==> config.mk <==
export PLATFORM = sky130hd
export DESIGN_NAME = plot_scheduler
export DESIGN_NICKNAME = d
export VERILOG_FILES = /design/src/rtl/plot_sched_pkg.sv /design/src/rtl/plot_rr_pick.sv /design/src/rtl/plot_scheduler.sv
export SDC_FILE = /design/constraint.sdc
export NUM_CORES = 1
export LEC_CHECK = 0
export CAP_MARGIN = 25
export CORE_MARGIN = 1
export CORE_UTILIZATION = 31
export CTS_CLUSTER_DIAMETER = 150
export DETAILED_ROUTE_END_ITERATION = 10
export PLACE_DENSITY = 0.95
export SYNTH_ARGS = -nofsm -noshare
export SYNTH_HDL_FRONTEND = slang
export SYNTH_SLANG_ARGS = --single-unit
==> constraint.sdc <==
create_clock -name clk -period 4.71 [get_ports clk]
set_clock_uncertainty 0.15 [all_clocks]
set_input_delay 0.7065 -clock clk [delete_from_list [all_inputs] [get_ports clk]]
set_output_delay 0.7065 -clock clk [all_outputs]
set_load 0.05 [all_outputs]
==> src/rtl/plot_sched_pkg.sv <==
// Shared types and default widths for the VGA pixel-port scheduler.
// The PLOT_SCHED_WATCHDOG_EN macro (see plot_scheduler) does not affect this package.
package plot_sched_pkg;

  typedef enum logic [1:0] {
    IDLE    = 2'd0,
    START   = 2'd1,
    DRAW    = 2'd2,
    RELEASE = 2'd3
  } state_e;

  localparam int DEF_X_W = 10;
  localparam int DEF_Y_W = 10;
  localparam int DEF_C_W = 3;

endpackage

==> src/rtl/plot_rr_pick.sv <==
// Combinational round-robin picker: first set request at or after ptr_i, wrapping.
// Independent of the PLOT_SCHED_WATCHDOG_EN macro.
module plot_rr_pick #(
  parameter int N_REQ = 4,
  parameter int ID_W  = $clog2(N_REQ)
) (
  input  logic [N_REQ-1:0] req_i,
  input  logic [ID_W-1:0]  ptr_i,
  output logic             any_o,
  output logic [ID_W-1:0]  winner_o
);

  logic [ID_W:0] sum_s;

  // Walk offsets from the highest down so the smallest offset from ptr wins last
  always_comb begin
    any_o    = 1'b0;
    winner_o = '0;
    sum_s    = '0;
    for (int i = N_REQ - 1; i >= 0; i--) begin
      sum_s = {1'b0, ptr_i} + (ID_W + 1)'(i);
      if (sum_s >= (ID_W + 1)'(N_REQ)) begin
        sum_s = sum_s - (ID_W + 1)'(N_REQ);
      end else begin
        sum_s = sum_s;
      end
      if (req_i[sum_s[ID_W-1:0]]) begin
        any_o    = 1'b1;
        winner_o = sum_s[ID_W-1:0];
      end else begin
        any_o    = any_o;
        winner_o = winner_o;
      end
    end
  end

endmodule

==> src/rtl/plot_scheduler.sv <==
// Round-robin owner of the single VGA pixel port shared by several go/done drawers.
// Define PLOT_SCHED_WATCHDOG_EN to abort a DRAW that exceeds TIMEOUT cycles and pulse err.
module plot_scheduler
  import plot_sched_pkg::*;
#(
  parameter int N_REQ   = 4,
  parameter int X_W     = DEF_X_W,
  parameter int Y_W     = DEF_Y_W,
  parameter int C_W     = DEF_C_W,
  parameter int TIMEOUT = 4096
) (
  input  logic                       clk,
  input  logic                       reset,
  input  logic [N_REQ-1:0]           req,
  output logic [N_REQ-1:0]           go,
  input  logic [N_REQ-1:0]           done_in,
  input  logic [N_REQ*X_W-1:0]       x_in,
  input  logic [N_REQ*Y_W-1:0]       y_in,
  input  logic [N_REQ*C_W-1:0]       color_in,
  input  logic [N_REQ-1:0]           plot_in,
  output logic [X_W-1:0]             vga_x,
  output logic [Y_W-1:0]             vga_y,
  output logic [C_W-1:0]             vga_color,
  output logic                       vga_plot,
  output logic                       busy,
  output logic [$clog2(N_REQ)-1:0]   grant_id,
  output logic                       err
);

  localparam int ID_W = $clog2(N_REQ);

  localparam logic [1:0] ST_IDLE    = IDLE;
  localparam logic [1:0] ST_START   = START;
  localparam logic [1:0] ST_DRAW    = DRAW;
  localparam logic [1:0] ST_RELEASE = RELEASE;

  logic [1:0]       state_q, state_d;
  logic [ID_W-1:0]  ptr_q, ptr_d;
  logic [ID_W-1:0]  gid_q, gid_d;
  logic [N_REQ-1:0] go_q, go_d;
  logic             any_s;
  logic [ID_W-1:0]  winner_s;

  plot_rr_pick #(
    .N_REQ (N_REQ),
    .ID_W  (ID_W)
  ) u_pick (
    .req_i    (req),
    .ptr_i    (ptr_q),
    .any_o    (any_s),
    .winner_o (winner_s)
  );

`ifdef PLOT_SCHED_WATCHDOG_EN
  localparam int CNT_W = $clog2(TIMEOUT);
  logic [CNT_W-1:0] cnt_q, cnt_d;
  logic             err_q, err_d;
`endif

  // Next-state logic for the grant FSM
  always_comb begin
    state_d = state_q;
    ptr_d   = ptr_q;
    gid_d   = gid_q;
    go_d    = '0;
`ifdef PLOT_SCHED_WATCHDOG_EN
    cnt_d   = cnt_q;
    err_d   = 1'b0;
`endif
    case (state_q)
      ST_IDLE: begin
        if (any_s) begin
          gid_d          = winner_s;
          go_d[winner_s] = 1'b1;
          state_d        = ST_START;
        end else begin
          state_d = ST_IDLE;
        end
      end
      ST_START: begin
`ifdef PLOT_SCHED_WATCHDOG_EN
        cnt_d = '0;
`endif
        state_d = ST_DRAW;
      end
      ST_DRAW: begin
        // Only the granted drawer's done ends the job
        if (done_in[gid_q]) begin
          state_d = ST_RELEASE;
        end else begin
`ifdef PLOT_SCHED_WATCHDOG_EN
          if (cnt_q == CNT_W'(TIMEOUT - 1)) begin
            err_d   = 1'b1;
            state_d = ST_RELEASE;
          end else begin
            cnt_d = cnt_q + 1'b1;
          end
`else
          state_d = ST_DRAW;
`endif
        end
      end
      ST_RELEASE: begin
        if (gid_q == ID_W'(N_REQ - 1)) begin
          ptr_d = '0;
        end else begin
          ptr_d = gid_q + 1'b1;
        end
        state_d = ST_IDLE;
      end
      default: begin
        state_d = ST_IDLE;
      end
    endcase
  end

  // State and handshake registers
  always_ff @(posedge clk) begin
    if (reset) begin
      state_q <= ST_IDLE;
      ptr_q   <= '0;
      gid_q   <= '0;
      go_q    <= '0;
`ifdef PLOT_SCHED_WATCHDOG_EN
      cnt_q   <= '0;
      err_q   <= 1'b0;
`endif
    end else begin
      state_q <= state_d;
      ptr_q   <= ptr_d;
      gid_q   <= gid_d;
      go_q    <= go_d;
`ifdef PLOT_SCHED_WATCHDOG_EN
      cnt_q   <= cnt_d;
      err_q   <= err_d;
`endif
    end
  end

  // Zero-latency pixel mux from the granted drawer, quiet outside DRAW
  always_comb begin
    if (state_q == ST_DRAW) begin
      vga_x     = x_in[gid_q*X_W +: X_W];
      vga_y     = y_in[gid_q*Y_W +: Y_W];
      vga_color = color_in[gid_q*C_W +: C_W];
      vga_plot  = plot_in[gid_q];
    end else begin
      vga_x     = '0;
      vga_y     = '0;
      vga_color = '0;
      vga_plot  = 1'b0;
    end
  end

  assign go       = go_q;
  assign busy     = (state_q != ST_IDLE);
  assign grant_id = gid_q;

`ifdef PLOT_SCHED_WATCHDOG_EN
  assign err = err_q;
`else
  assign err = 1'b0;
`endif

endmodule

Run 1, cells coloured by class:
Scale: 8 px per um.
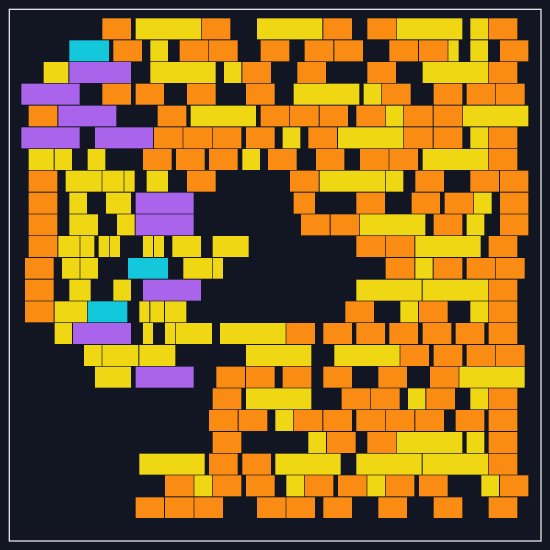
orange -> remaining buffers and delay cells  # cells 137
cyan -> clock-net drivers  # cells 3
purple -> registers  # cells 10
yellow -> remaining logic cells  # cells 88
standard cell core area: 0.00397 sq mm
post-route design area: 0.00267 sq mm
flip-flop and latch share of the layout cell area: 7.54%

Run 1, signal wires on met3:
Scale: 4 px per um.
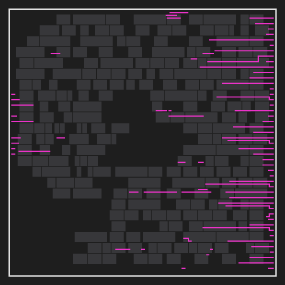
main direction = horizontal
nets with wire on the layer = 68
share of all routed wire = 8.6%
wire length on this layer = 417 um
longest straight run = 18.2 um
routed via count: 1462
met3 Usage GRT: 5.86%
post-detailed-routing wire length: 4840 um

Run 1, sequential cells grouped by signal name:
Scale: 6 px per um.
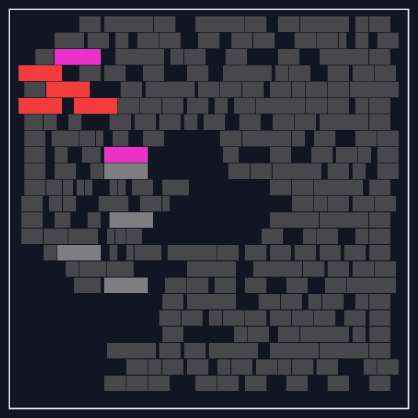
red -> go  # flops 4, where top left
magenta -> grant_id  # flops 2
final core area utilization: 67.3%
sequential group power: 0.000119 W
Register Area: 201 sq um

==> PnR_summary.wiki, run 1 <==
== Implementation results ==
{| class="wikitable"
! Metric !! Value
|-
| Critical path launch point type || flop
|-
| Post-layout total power || 0.000625 W
|-
| Worst Hold Depth || 2
|-
| Clk power || 0.0000862 W
|-
| Sum of net half-perimeters after detailed placement || 4080 um
|-
| Cell area after placement || 0.00263 sq mm
|-
| Mux contribution to synthesized area || 45.5%
|-
| Total Negative Setup Slacks || 0 ns
|-
| Period utilisation layout || 74.6%
|-
| Cell breakdown of the critical path || mux4_2, and2_1, clkdlybuf4s50_1
|-
| Mean instance size in the synthesized netlist || 11.9 sq um
|-
| Sum of routed wire segments on met1 || 1580 um
|-
| DRC violations left || 0
|-
| Vert. Die Dim || 66.3 um
|-
| Count of synthesis-stage warnings from yosys || 0
|-
| Crit path launch || grant_id[0]$_SDFFE_PP0P_
|-
| Highest achievable clock rate || 285 MHz
|-
| Final critical-path required period || 3.51 ns
|-
| Wire length of the first global-routing pass || 7050 um
|-
| Distinct lib cells used || 32
|-
| Internal Dissipation || 0.000368 W
|-
| PostCTS Resize Cnt || 0
|-
| Arrival time at the worst endpoint || 2.66 ns
|-
| Pwr dens || 234 mW/mm^2
|-
| Run status || finished, final reports clean
|-
| Die Footprint || 0.00439 sq mm
|-
| Number of global-route vias before repair || 1519
|-
| Non-clock buffer total of the final layout || 137
|-
| Synthesized netlist cell count || 108
|-
| Inserted tap cell count || 50
|-
| Clk root buf || sky130_fd_sc_hd__clkbuf_8
|-
| Number of ports placed on the die boundary || 138
|-
| Count of hold buffers inserted by post-cts repair || 0
|-
| Count of input and output buffers || 136
|-
| End of the worst hold path || ptr_q[1]$_SDFFE_PP0N_
|-
| Share of layout cells above drive strength 1 || 13.9%
|-
| Leakage dissipation || 0.957 nW
|-
| Maximum number of pins on one net before global-route repair || 30
|-
| Count of cell instances traversed by the critical path || 3
|-
| Post-synth regs || 10
|-
| Post-synthesis share of cell area spent on full adders, half adders and majority gates || 4.88%
|-
| Final sequential cell count || 10
|-
| Worst-case reg-to-reg path depth || 3
|}
--- run 2 (diff from run 1) ---
Settings changed: CORE_UTILIZATION 31 to 26, PLACE_DENSITY 0.95 to 0.86.
Clock period 4.71 ns to 2.8 ns, I/O delays scaled along.
Run 2, cells coloured by class:
Scale: 6 px per um.
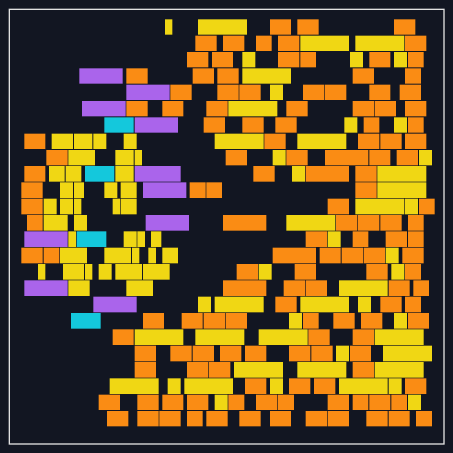
purple -> registers  # cells 10
cyan -> clock drivers and dummy loads  # cells 4
yellow -> remaining logic cells  # cells 88
orange -> remaining buffers and delay cells  # cells 139

Run 2, sizing map:
Scale: 4 px per um.
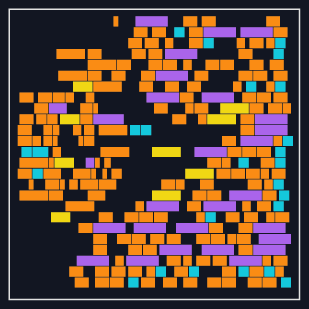
purple -> x2  # cells 28, most used mux4_2
cyan -> x3 and x4  # cells 25, most used buf_4
orange -> x1 and smaller  # cells 179, most used clkdlybuf4s50_1
yellow -> x6 and larger  # cells 9, most used buf_12

==> run 2 against run 1 <==
Net effect: first-iteration DRC count decreased by 62%; via count shrank 2.1%; hold slack got worse by 0.039 ns; area after synthesis stayed put; synthesized cell count unchanged; sequential power grew about 50%; sequential share of layout area fell by 0.13 points; global-route usage shrank 3.6 points; clock power increased by 110%; die area rose by 19%; combinational power rose by 76%; largest cell class unchanged.
==> PnR_summary.wiki, run 2 <==
== Implementation results ==
{| class="wikitable"
! Metric !! Value
|-
| Post-route design area || 0.00272 sq mm
|-
| Period utilisation layout || 87.7%
|-
| Crit path launch || grant_id[0]$_SDFFE_PP0P_
|-
| Total Negative Setup Slacks || 0 ns
|-
| Post-detailed-routing wire length || 4710 um
|-
| Wire length of the first global-routing pass || 7220 um
|-
| Arrival time at the worst endpoint || 1.89 ns
|-
| Pwr dens || 405 mW/mm^2
|-
| DRC violations left || 0
|-
| Maximum number of pins on one net before global-route repair || 26
|-
| Non-clock buffer total of the final layout || 139
|-
| Leakage dissipation || 1.04 nW
|-
| Final sequential cell count || 10
|-
| Vert. Die Dim || 72.2 um
|-
| Met3 Usage GRT || 3.47%
|-
| Cell area after placement || 0.00266 sq mm
|-
| Post-synthesis share of cell area spent on full adders, half adders and majority gates || 4.88%
|-
| Critical path launch point type || flop
|-
| Routed via count || 1432
|-
| Count of synthesis-stage warnings from yosys || 0
|-
| Inserted tap cell count || 67
|-
| Mux contribution to synthesized area || 45.5%
|-
| Die Footprint || 0.00521 sq mm
|-
| Sum of routed wire segments on met1 || 1530 um
|-
| Synth top area share || 43.9%
|-
| Number of ports placed on the die boundary || 138
|-
| Count of hold buffers inserted by post-cts repair || 0
|-
| Sum of net half-perimeters after detailed placement || 4050 um
|-
| Run status || finished, final reports clean
|-
| Clk power || 0.000182 W
|-
| Sequential group power || 0.000178 W
|-
| Flip-flop and latch share of the layout cell area || 7.41%
|-
| Mean instance size in the synthesized netlist || 11.9 sq um
|-
| PostCTS Resize Cnt || 0
|-
| Count of input and output buffers || 136
|-
| End of the worst hold path || ptr_q[0]$_SDFFE_PP0N_
|-
| Number of global-route vias before repair || 1446
|-
| Register Area || 201 sq um
|-
| Highest achievable clock rate || 407 MHz
|-
| Synthesized netlist cell count || 108
|-
| Antenna violations before repair || 0
|-
| Clk root buf || sky130_fd_sc_hd__clkbuf_8
|-
| Worst-case reg-to-reg path depth || 4
|-
| Count of cell instances traversed by the critical path || 4
|-
| Final core area utilization || 57.6%
|-
| Internal Dissipation || 0.000658 W
|-
| Worst Hold Depth || 2
|}
Power and IR drop assume default switching activity.
